===== config.mk =====
export PLATFORM = sky130hd
export DESIGN_NAME = down_counter_flat
export DESIGN_NICKNAME = d
export VERILOG_FILES = /design/src/rtl/down_counter_if.sv /design/src/rtl/down_counter.sv /design/src/flat_wrapper.sv
export SDC_FILE = /design/constraint.sdc
export NUM_CORES = 1
export LEC_CHECK = 0
export CORE_AREA = 3 3 40 42
export DETAILED_ROUTE_END_ITERATION = 12
export DIE_AREA = 0 0 43 45
export HOLD_SLACK_MARGIN = 0.08
export PLACE_DENSITY = 0.41
export RECOVER_POWER = 100
export SETUP_SLACK_MARGIN = 0.5
export SKIP_CTS_REPAIR_TIMING = 1
export SLEW_MARGIN = 20
export SYNTH_ARGS = -nofsm -noshare
export SYNTH_HDL_FRONTEND = slang
export SYNTH_SLANG_ARGS = --single-unit

===== constraint.sdc =====
create_clock -name clk -period 1.9 [get_ports clk]
set_input_delay 0.19 -clock clk [delete_from_list [all_inputs] [get_ports clk]]
set_output_delay 0.19 -clock clk [all_outputs]
set_load 0.01 [all_outputs]

===== src/rtl/down_counter_if.sv =====
// Control and status bundle for down_counter.
// master drives the controls; slave (the counter) drives the status.
interface down_counter_if #(
   parameter int WIDTH = 2
);
   logic             clear;
   logic             load;
   logic [WIDTH-1:0] load_value;
   logic             en;
   logic [WIDTH-1:0] value;
   logic             borrow_out;
   logic             zero;
   logic             busy;

   modport master (
      output clear,
      output load,
      output load_value,
      output en,
      input  value,
      input  borrow_out,
      input  zero,
      input  busy
   );

   modport slave (
      input  clear,
      input  load,
      input  load_value,
      input  en,
      output value,
      output borrow_out,
      output zero,
      output busy
   );
endinterface


===== src/rtl/down_counter.sv =====
// Down-counter with registered borrow, zero and busy flags.
// DOWN_COUNTER_SATURATE_EN: stop at 0 and make borrow_out sticky.
module down_counter #(
   parameter int               WIDTH = 2,
   parameter logic [WIDTH-1:0] INIT  = '0
) (
   input logic           clk,
   input logic           reset,
   down_counter_if.slave bus
);
   typedef enum logic {
      IDLE,
      COUNT
   } state_t;

   state_t           state_q;
   state_t           state_d;
   logic [WIDTH-1:0] value_q;
   logic [WIDTH-1:0] value_d;
   logic [WIDTH-1:0] dec;
   logic             borrow_q;
   logic             borrow_d;
   logic             zero_q;
   logic             zero_d;
   logic             at_zero;
   logic             at_one;

   assign dec     = value_q - WIDTH'(1);
   assign at_zero = (value_q == '0);
   assign at_one  = (value_q == WIDTH'(1));

   always_ff @(posedge clk or negedge reset) begin
      if (!reset) begin
         state_q  <= IDLE;
         value_q  <= INIT;
         borrow_q <= 1'b0;
         zero_q   <= (INIT == '0);
      end else begin
         state_q  <= state_d;
         value_q  <= value_d;
         borrow_q <= borrow_d;
         zero_q   <= zero_d;
      end
   end

   always_comb begin
      state_d = state_q;
      value_d = value_q;
      zero_d  = zero_q;
`ifdef DOWN_COUNTER_SATURATE_EN
      borrow_d = borrow_q;
`else
      borrow_d = 1'b0;
`endif
      if (bus.clear) begin
         value_d  = '0;
         borrow_d = 1'b0;
         zero_d   = 1'b1;
         state_d  = IDLE;
      end else if (bus.load) begin
         value_d  = bus.load_value;
         borrow_d = 1'b0;
         zero_d   = (bus.load_value == '0);
         state_d  = (bus.load_value == '0) ? IDLE : COUNT;
      end else if (bus.en) begin
`ifdef DOWN_COUNTER_SATURATE_EN
         if (at_zero) begin
            borrow_d = 1'b1;
            zero_d   = 1'b1;
            state_d  = IDLE;
         end else begin
            value_d = dec;
            zero_d  = at_one;
            if (at_one)
               state_d = IDLE;
         end
`else
         // Wrap from 0 ends any count; busy stays low afterwards.
         value_d  = dec;
         borrow_d = at_zero;
         zero_d   = at_one;
         if (at_one || at_zero)
            state_d = IDLE;
`endif
      end
   end

   assign bus.value      = value_q;
   assign bus.borrow_out = borrow_q;
   assign bus.zero       = zero_q;
   assign bus.busy       = (state_q == COUNT);
endmodule


===== src/flat_wrapper.sv =====
// flat-port wrapper written by rule: the top's interface ports become plain ports
module down_counter_flat 
#(
   parameter int               WIDTH = 2,
   parameter logic [WIDTH-1:0] INIT  = '0
)
  (clk, reset, bus_clear, bus_load, bus_load_value, bus_en, bus_value, bus_borrow_out, bus_zero, bus_busy);
  down_counter_if #(.WIDTH(WIDTH)) bus_i ();
  input logic clk;
  input logic reset;
  input wire logic [$bits(bus_i.clear)-1:0] bus_clear;
  input wire logic [$bits(bus_i.load)-1:0] bus_load;
  input wire logic [$bits(bus_i.load_value)-1:0] bus_load_value;
  input wire logic [$bits(bus_i.en)-1:0] bus_en;
  output wire logic [$bits(bus_i.value)-1:0] bus_value;
  output wire logic [$bits(bus_i.borrow_out)-1:0] bus_borrow_out;
  output wire logic [$bits(bus_i.zero)-1:0] bus_zero;
  output wire logic [$bits(bus_i.busy)-1:0] bus_busy;
  assign bus_i.clear = bus_clear;
  assign bus_i.load = bus_load;
  assign bus_i.load_value = bus_load_value;
  assign bus_i.en = bus_en;
  assign bus_value = bus_i.value;
  assign bus_borrow_out = bus_i.borrow_out;
  assign bus_zero = bus_i.zero;
  assign bus_busy = bus_i.busy;
  down_counter #(.WIDTH(WIDTH), .INIT(INIT)) u_core (.clk(clk), .reset(reset), .bus(bus_i));
endmodule

==> notes.md <==
run metrics: status completed, WP buf/inv 1, nets@finish between 40 and 50, Crit Path Class register to primary output, Pwr Density 725.7 nW/um^2, min Tclk post-route 1.418 ns, detailed-route DRC error count 0, Die Width 43 um, hold slack 0.2387 ns, Worst EP arrival 1.23 ns, Max Cap Viol 0, FFs w/ async S/R, synth 100.0%, Cell Type Count 16, Post-Syn Area 266.5 um^2, vias in the first global route 245, combinational cell fraction of total power 20.2%, crit path cell chain dlygate4sd3_1, Synth Area per Inst 11.10 um^2, RSZ-0062 raised after global routing false, Final Power 306.0 uW, first-pass GRT wire length 1.083 mm, grt ovf 0, dpl cell area between 300 and 400 um^2, DRT antenna net count 0, worst-case clock skew roughly 0.0040 ns, net switching power approximately 75 uW, largest area contributor in the netlist dfrtp_1, tool warning count 27, Mapped Cells 24, dpl cells around 50, Post-synth seq share 47.42%, Flop pwr share 39.6%, cell family with most CP delay buffers and inverters, main flop type dfrtp_1, Yosys top cell area share 37.56%
## area by class of cell
type	instances	area, um^2
clock buffers	4	26.28
fillers	130	863.3
inverters	3	11.26
multi-input cells	16	128.9
flip-flops and latches	5	126.4
well taps	15	18.77
repair buffers	11	110.1
## state kept, by name, indices dropped and copies added, names as in the netlist
register,count
u_core.bus.borrow_out,1
u_core.bus.busy,1
u_core.bus.zero,1
u_core.bus.value,2
## logic make-up (layout without fill, tap and decap cells)
logic type      count (synthesis)  in the layout  share of synthesized area (%)
simple gates                    7              7                          15.02
compound gates                  5              5                          16.90
flops                           5              5                          47.42
buf+inv                         3             18                          4.225
fa+ha+maj                       2              2                          9.388
xor+xnor                        1              1                          3.287
mux                             1              1                          3.756
## placed cells by master (no fill, tap or decap), types with 2 or more instances in the layout
cell type        count
clkdlybuf4s50_1      4
clkbuf_4             3
dlygate4sd3_1        5
nor2b_1              2
ha_1                 2
clkdlybuf4s25_1      2
dfrtp_1              4
a32o_1               2
inv_1                3
## worst paths after layout
path / slack [ns] / start / endpoint
max in group asynchronous: 1.40 / reset / u_core.bus.zero
worst min register to register: 0.52 / u_core.bus.busy / u_core.bus.busy
worst max register to register: 0.76 / u_core.bus.value[0] / u_core.bus.value[1]
worst max-delay path: 0.48 / u_core.bus.value[1] / bus_value[1]
min in group clk: 0.52 / u_core.bus.busy / u_core.bus.busy
worst min-delay path: 0.24 / reset / u_core.bus.value[1]
## power by group through the flow
stage,registers (mW),logic [mW],clock network [mW]
after floorplan,0.126,0.0246,0
after global placement,0.123,0.0677,0
after detailed placement,0.123,0.0665,0
after CTS,0.122,0.0666,0.128
after global routing,0.123,0.0696,0.138
final,0.121,0.0618,0.123
## layer usage
layer | up-vias | global-route usage (%) | share of wire [%]
met3 | 5 | 4.781 | 11
met2 | 14 | 10.18 | 41
met5 | - | 0 | 0
met1 | 96 | 9.223 | 42
li1 | 114 | - | -
met4 | 0 | 10.84 | 6.1
placed.png
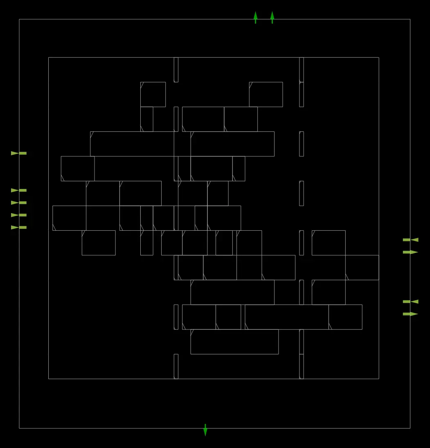
Seq area share: 29.97%
Tapcells: 15
Final Core Density: 32.81%

sizing.png
Drawn at 12 px/um.
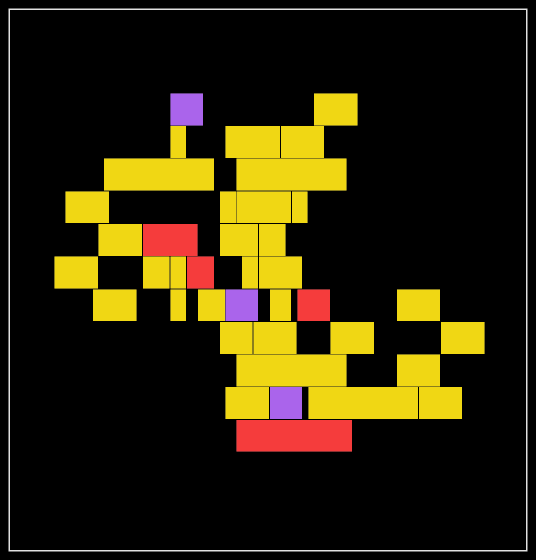
- red: x2 (cells 4; share 10%)
- purple: x3 and x4 (cells 3; share 7.7%)
- yellow: x1 and smaller (cells 32; share 82%)

gates.png
Drawn at 12 px/um.
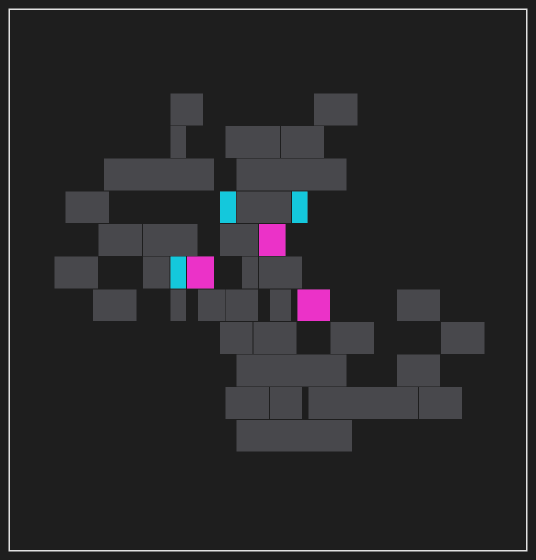
- cyan: inv cells (cells 3)
- magenta: and/or cells (cells 3)

pinout.png
Drawn at 12 px/um. Pins as bars across the die edge, other pins in grey.
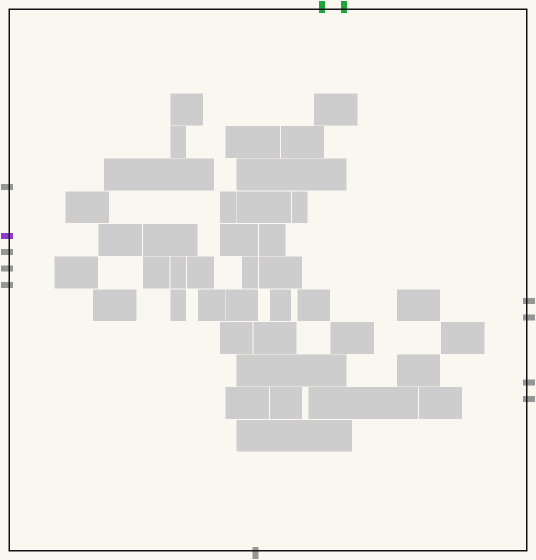
- green: bus_value (pins 2; direction output; edge top)
- purple: bus_clear (pins 1; direction input; edge left)
IO Port Bufs: 11
Die Ht: 45 um

Power and IR drop assume default switching activity.
